File: src/rtl/cpu_pkg.sv
// Shared front-end definitions: default fetch widths, reset PC, fetch FSM states and
// the FIFO entry layout used between fetch and control.
package cpu_pkg;

    localparam int DEF_PC_WIDTH   = 8;
    localparam int DEF_DATA_WIDTH = 8;
    localparam int DEF_RESET_PC   = 0;

    typedef enum logic {
        F_RUN,
        F_REDIRECT
    } fetch_state_t;

    typedef struct packed {
        logic [DEF_PC_WIDTH-1:0]   pc;
        logic [DEF_DATA_WIDTH-1:0] data;
    } fetch_entry_t;

endpackage

File: src/rtl/instr_fetch_unit_sync_fifo.sv
// Small synchronous FIFO with flush; the head entry is read straight out of the
// storage flops so the consumer sees a registered value.
module sync_fifo #(
    parameter int WIDTH = 16,
    parameter int DEPTH = 2
) (
    input  logic                       clk,
    input  logic                       rst_n,
    input  logic                       push,
    input  logic                       pop,
    input  logic                       flush,
    input  logic [WIDTH-1:0]           din,
    output logic [WIDTH-1:0]           dout,
    output logic [$clog2(DEPTH):0]     count
);

    localparam int AW = (DEPTH > 1) ? $clog2(DEPTH) : 1;
    localparam int CW = $clog2(DEPTH) + 1;

    logic [WIDTH-1:0] mem_q [DEPTH];
    logic [AW-1:0]    wr_ptr_q;
    logic [AW-1:0]    rd_ptr_q;
    logic [CW-1:0]    count_q;

    function automatic logic [AW-1:0] nextPtr(input logic [AW-1:0] p);
        return (p == AW'(DEPTH - 1)) ? '0 : p + 1'b1;
    endfunction

    // Flush wins over push/pop so a redirect never keeps a stale entry.
    always_ff @(posedge clk or negedge rst_n) begin
        if (!rst_n) begin
            for (int i = 0; i < DEPTH; i++) begin
                mem_q[i] <= '0;
            end
            wr_ptr_q <= '0;
            rd_ptr_q <= '0;
            count_q  <= '0;
        end else if (flush) begin
            wr_ptr_q <= '0;
            rd_ptr_q <= '0;
            count_q  <= '0;
        end else begin
            if (push) begin
                mem_q[wr_ptr_q] <= din;
                wr_ptr_q        <= nextPtr(wr_ptr_q);
            end
            if (pop) begin
                rd_ptr_q <= nextPtr(rd_ptr_q);
            end
            count_q <= count_q + CW'(push) - CW'(pop);
        end
    end

    assign dout  = mem_q[rd_ptr_q];
    assign count = count_q;

endmodule

File: src/rtl/instr_fetch_unit.sv
// Fetch stage: owns the fetch PC, issues ROM reads under a credit limit and buffers
// returned bytes for the control unit; jumps flush everything in flight.
module instr_fetch_unit
    import cpu_pkg::*;
#(
    parameter int PC_WIDTH   = DEF_PC_WIDTH,
    parameter int DATA_WIDTH = DEF_DATA_WIDTH,
    parameter int FIFO_DEPTH = 2,
    parameter int RESET_PC   = DEF_RESET_PC
) (
    input  logic                  clk,
    input  logic                  rst_n,
    output logic                  rom_en,
    output logic [PC_WIDTH-1:0]   rom_addr,
    input  logic [DATA_WIDTH-1:0] rom_data,
    output logic [DATA_WIDTH-1:0] instr,
    output logic [PC_WIDTH-1:0]   instr_pc,
    output logic                  instr_valid,
    input  logic                  instr_ready,
    input  logic                  jump_en,
    input  logic [PC_WIDTH-1:0]   jump_addr
);

    localparam int CW = $clog2(FIFO_DEPTH) + 1;

    fetch_state_t          state_q;
    logic [PC_WIDTH-1:0]   fpc_q;
    logic [PC_WIDTH-1:0]   rom_addr_q;
    logic                  inflight_q;

    logic [CW-1:0]         count;
    logic [CW:0]           credit_used;
    logic                  fifo_valid;
    logic                  pop;
    logic                  push;
    logic                  issue;

    assign fifo_valid  = (count != '0);
    assign pop         = fifo_valid & instr_ready & ~jump_en;
    assign push        = inflight_q & (state_q == F_RUN);
    // Buffered entries plus the read in flight must leave room once this cycle's pop is taken.
    assign credit_used = (CW+1)'(count) + (CW+1)'(inflight_q) - (CW+1)'(pop);
    assign issue       = rst_n & ~jump_en & (credit_used < (CW+1)'(FIFO_DEPTH));

    assign rom_en      = issue;
    assign rom_addr    = fpc_q;
    assign instr_valid = fifo_valid;

    always_ff @(posedge clk or negedge rst_n) begin
        if (!rst_n) begin
            state_q    <= F_RUN;
            fpc_q      <= PC_WIDTH'(RESET_PC);
            rom_addr_q <= PC_WIDTH'(RESET_PC);
            inflight_q <= 1'b0;
        end else begin
            inflight_q <= issue;
            if (issue) begin
                rom_addr_q <= fpc_q;
                fpc_q      <= fpc_q + 1'b1;
            end
            if (jump_en) begin
                fpc_q   <= jump_addr;
                state_q <= F_REDIRECT;
            end else begin
                state_q <= F_RUN;
            end
        end
    end

    sync_fifo #(
        .WIDTH (PC_WIDTH + DATA_WIDTH),
        .DEPTH (FIFO_DEPTH)
    ) u_fifo (
        .clk   (clk),
        .rst_n (rst_n),
        .push  (push),
        .pop   (pop),
        .flush (jump_en),
        .din   ({rom_addr_q, rom_data}),
        .dout  ({instr_pc, instr}),
        .count (count)
    );

endmodule

File: config.mk
export PLATFORM = sky130hd
export DESIGN_NAME = instr_fetch_unit
export DESIGN_NICKNAME = d
export VERILOG_FILES = /design/src/rtl/cpu_pkg.sv /design/src/rtl/instr_fetch_unit_sync_fifo.sv /design/src/rtl/instr_fetch_unit.sv
export SDC_FILE = /design/constraint.sdc
export NUM_CORES = 1
export LEC_CHECK = 0
export ABC_AREA = 1
export CELL_PAD_IN_SITES_DETAIL_PLACEMENT = 1
export CELL_PAD_IN_SITES_GLOBAL_PLACEMENT = 2
export CORE_MARGIN = 2
export CORE_UTILIZATION = 30
export CTS_CLUSTER_SIZE = 12
export DETAILED_ROUTE_END_ITERATION = 8
export PLACE_DENSITY_LB_ADDON = 0.1
export SYNTH_ARGS = -nofsm -noshare
export SYNTH_HDL_FRONTEND = slang
export SYNTH_SLANG_ARGS = --single-unit
File: constraint.sdc
create_clock -name clk -period 3.2 [get_ports clk]
set_input_delay 0.48 -clock clk [delete_from_list [all_inputs] [get_ports clk]]
set_output_delay 0.48 -clock clk [all_outputs]
set_load 0.1 [all_outputs]
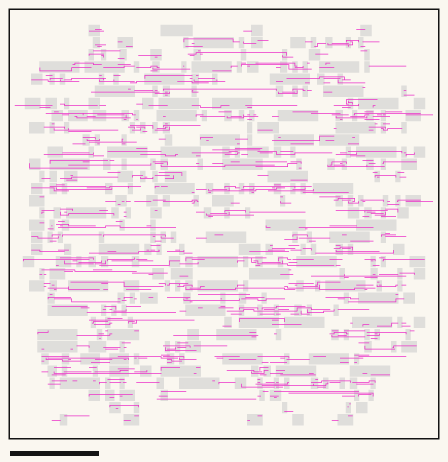
*M1 wires*
Scale bar: 20 µm. Cells faint in the background.
- main direction: horizontal
- nets with wire on the layer: 321
Final Routed Wirelength: 5704 µm
total vias in the final route: 2075
met1 routing resource usage after global routing: 0.1771

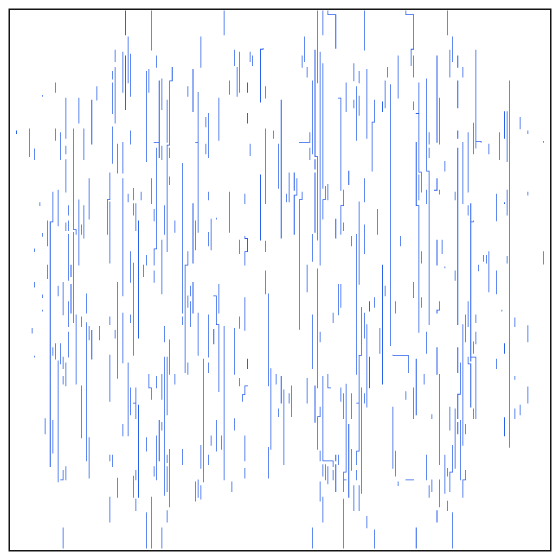
*Met2 routing*
- share of all routed wire: 48%
- longest straight run: 64.9 µm
- nets with wire on the layer: 299
- wire length on this layer: 2730 µm

==> worst register-to-register path, delay by kind of cell (launching register included) <==
family	cells	cell delay [ns]
flip-flops	1	0.42
adder cells (fa/ha/maj)	2	0.78
AND/OR/NAND/NOR	8	0.76
AND-OR/OR-AND	1	0.06
buffers and inverters	3	0.45
==> worst max path at each step <==
stage                     endpoint  slack [ns]  cells after the start
after floorplan             rom_en        0.22                     11
after global placement      rom_en        0.14                     10
after detailed placement    rom_en         0.1                     10
after CTS                   rom_en        0.09                     10
after global routing        rom_en        0.02                     11
final                       rom_en        0.19                     10
==> logic make-up after synthesis <==
family	share of synthesized area
simple gates	0.2535
xor+xnor	0.006946
buf+inv	0.07391
compound gates	0.1022
flops	0.5357
fa+ha+maj	0.02778
==> results.sh <==
# source this file to load flow results
export IMPL_status="completed"
export IMPL_detailedRoute_firstPassIterationCount=4
export IMPL_synthCells=307
export IMPL_numPlacedInstances=449
export IMPL_power_leakage_nw=1.564
export IMPL_seq_cell_share=0.4308
export IMPL_grtUsageMet3=0.02584
export IMPL_report_final_setup_viol=0
export IMPL_cts_hold_fix_buffers=0
export IMPL_biggestCellCategory="flip-flops and latches"
export IMPL_place_area_um2=3012
export IMPL_post_synth_main_area_contributors="sky130_fd_sc_hd__dfrtp_1 54%, sky130_fd_sc_hd__nand2_1 18%, sky130_fd_sc_hd__o21ai_0 7.9%"
export IMPL_n_tap_cell=105
export IMPL_post_synthesis_mean_instance_area_um2=8.216
export IMPL_post_synth_top_area_fraction=0.5357
export IMPL_die_width_um=95.70
export IMPL_numSequentialCells=54
export IMPL_finalHoldViolations=0
export IMPL_drt_initial_drc_count=59
export IMPL_warning_count=27
export IMPL_num_nets_final=380
export IMPL_sequential_cell_area_um2=1351
export IMPL_io_pins=46
export IMPL_switching_share=0.5263
export IMPL_cts_resized_gates=0
export IMPL_grt_start_max_net_pins=56
export IMPL_combinational_fraction_of_the_cell_area=0.3147
export IMPL_critPathCaptureType="output port"
export IMPL_worstPathMaxFanout=7
export IMPL_fp_dieArea_um2=9158
export IMPL_layoutNonFillerInstCount=461
export IMPL_grt_pass1_vias=2098
export IMPL_mostFrequentLayoutCell="sky130_fd_sc_hd__nand2_1"
export IMPL_final_nonclk_buf_share=0.1468
export IMPL_final_util=0.3837
export IMPL_dr_max_layer_used="met4"
export IMPL_unrepaired_setup_endpoints_after_global_routing="false"
export IMPL_fp_coreArea_um2=8175
export IMPL_inv_count=29
export IMPL_drc=0
export IMPL_critical_path_reg2reg_endpoint="rom_addr[0]$_DFFE_PN0P_"
export IMPL_p_seq_w=0.00100
export IMPL_max_flop_register="u_fifo.mem_q"
export IMPL_clk_pin_slew_ns=0.09
export IMPL_critical_path_required_ns=2.72
export IMPL_grt_most_used_layer="met2"
export IMPL_critical_path_class="in2out"
export IMPL_pwr_group_combinational_w=0.00157
export IMPL_powerClk_w=0.000395
export IMPL_top_library_cells_by_usage_in_the_layout_fill_and_taps_aside="120 x sky130_fd_sc_hd__nand2_1, 54 x sky130_fd_sc_hd__dfrtp_1, 40 x sky130_fd_sc_hd__o21ai_0"
export IMPL_final_cell_area_um2=3137
export IMPL_timing_hold_ws_ns=0.3456
export IMPL_layout_min_cycle_time_ns=3.012
export IMPL_detail_route_antenna_nets=0
export IMPL_clk_share=0.03032
export IMPL_grt_util_all_layers=0.1362
export IMPL_worst_ir_drop_vdd_mv=0.2811
export IMPL_placement_io_buffers=45
export IMPL_ys_top_cells_by_count="121 x sky130_fd_sc_hd__nand2_1, 54 x sky130_fd_sc_hd__dfrtp_1, 40 x sky130_fd_sc_hd__o21ai_0"
export IMPL_m1WireLength_um=2727
export IMPL_maxCapViolCount=0
export IMPL_rows=33
export IMPL_synthesis_yosys_warnings=0
export IMPL_grt_antenna_before_repair=0
export IMPL_ys_dominant_reg_cell="sky130_fd_sc_hd__dfrtp_1"
export IMPL_maxSlewHeadroom=0.5343
export IMPL_route_detailed_vias_per_inst=4.501
export IMPL_gp_routability_congestion=0.6991
export IMPL_synthesis_nets=332
export IMPL_synth_flops=54
export IMPL_antenna_cells=0
export IMPL_post_route_period_util=0.9414
export IMPL_numCtsBuffers=5
export IMPL_yosys_cell_count_top_type="sky130_fd_sc_hd__nand2_1"
export IMPL_wl_per_cell_um=12.37
export IMPL_cts_root_buf="sky130_fd_sc_hd__clkbuf_8"
export IMPL_synthesis_area_um2=2522
export IMPL_fraction_of_layout_cells_with_a_size_suffix_above_1=0.1461
export IMPL_clkLatencyLatePin_ns=0.30
export IMPL_synth_stat_cells=307
export IMPL_cts_htree_levels=2
export IMPL_worstSetupStartpointType="input port"
export IMPL_cts_sinks=54
export IMPL_path_cells="clkdlybuf4s50_1, nand2_1, nor2_1, ha_1, inv_1, nand2_1, fa_1, nand3_2, nor2_4, buf_12"
export IMPL_area_growth_pct=24.36
export IMPL_relative_contribution_of_combinational_cells_to_total_power=0.529
export IMPL_grt_ovfl_total=0
export IMPL_largest_reg_flops=32
export IMPL_power_largest_group="combinational logic"
export IMPL_worstRegToRegCells=14
export IMPL_dp_hpwl_um=3851
export IMPL_clk_buf_instances=6
export IMPL_synth_yosys_chip_area_um2=2522
export IMPL_grt_util_met2=0.2348
export IMPL_ys_seq_share=0.5357
export IMPL_worstSetupStartpoint="instr_ready"
export IMPL_power_share_sequential=0.338
export IMPL_async_reset_ff_frac=1.000
export IMPL_fin_worst_skew_ns=0.008841
export IMPL_nMultiInputCombCells=211
export IMPL_reg2reg_slack_ns=0.60
export IMPL_clockPowerShare=0.133
export IMPL_cpMaxStageDelayCell="sky130_fd_sc_hd__fa_1"
export IMPL_synth_distinct_cells=21
export IMPL_cts_tree="built"
export IMPL_total_power_w=0.002972
export IMPL_critical_path_reg2reg_startpoint="u_fifo.count[1]$_DFF_PN0_"
export IMPL_cp_common_cell="sky130_fd_sc_hd__nand2_1"
export IMPL_fillers=998
export IMPL_p_sw_w=0.001564
export IMPL_arrival_time_worst_endpoint_ns=2.53
export IMPL_place_ws_ns=0.09813
export IMPL_cpLargestDelayFamily="adder cells"
export IMPL_critPathBufInv=3
export IMPL_drv_slew=0
export IMPL_vertical_die_size_um=95.70
export IMPL_power_density_nw_per_um2=947.3
export IMPL_global_route_wire_length_before_repair_um=9784
export IMPL_synth_edff_count=0
export IMPL_worstMarginPinSlew_ns=0.6986
export IMPL_setup_tns_ns=0
export IMPL_hold_path_class="in2async"
export IMPL_p_int_w=0.001408
export IMPL_maxClockFrequency_ghz=0.3320
export IMPL_non_clock_buffer_count=54
export IMPL_met3_wirelength_um=218
export IMPL_fin_ws_ns=0.1877
export IMPL_post_synth_top_area_cell="sky130_fd_sc_hd__dfrtp_1"
export IMPL_cts_root_to_sink_buffers=2
export IMPL_wl_met2_um=2727
export IMPL_cts_setup_buffers=0
export IMPL_initial_utilization=0.3085
export IMPL_crit_path_max_incr_delay_ns=0.52
export IMPL_area_combinational_um2=987.2
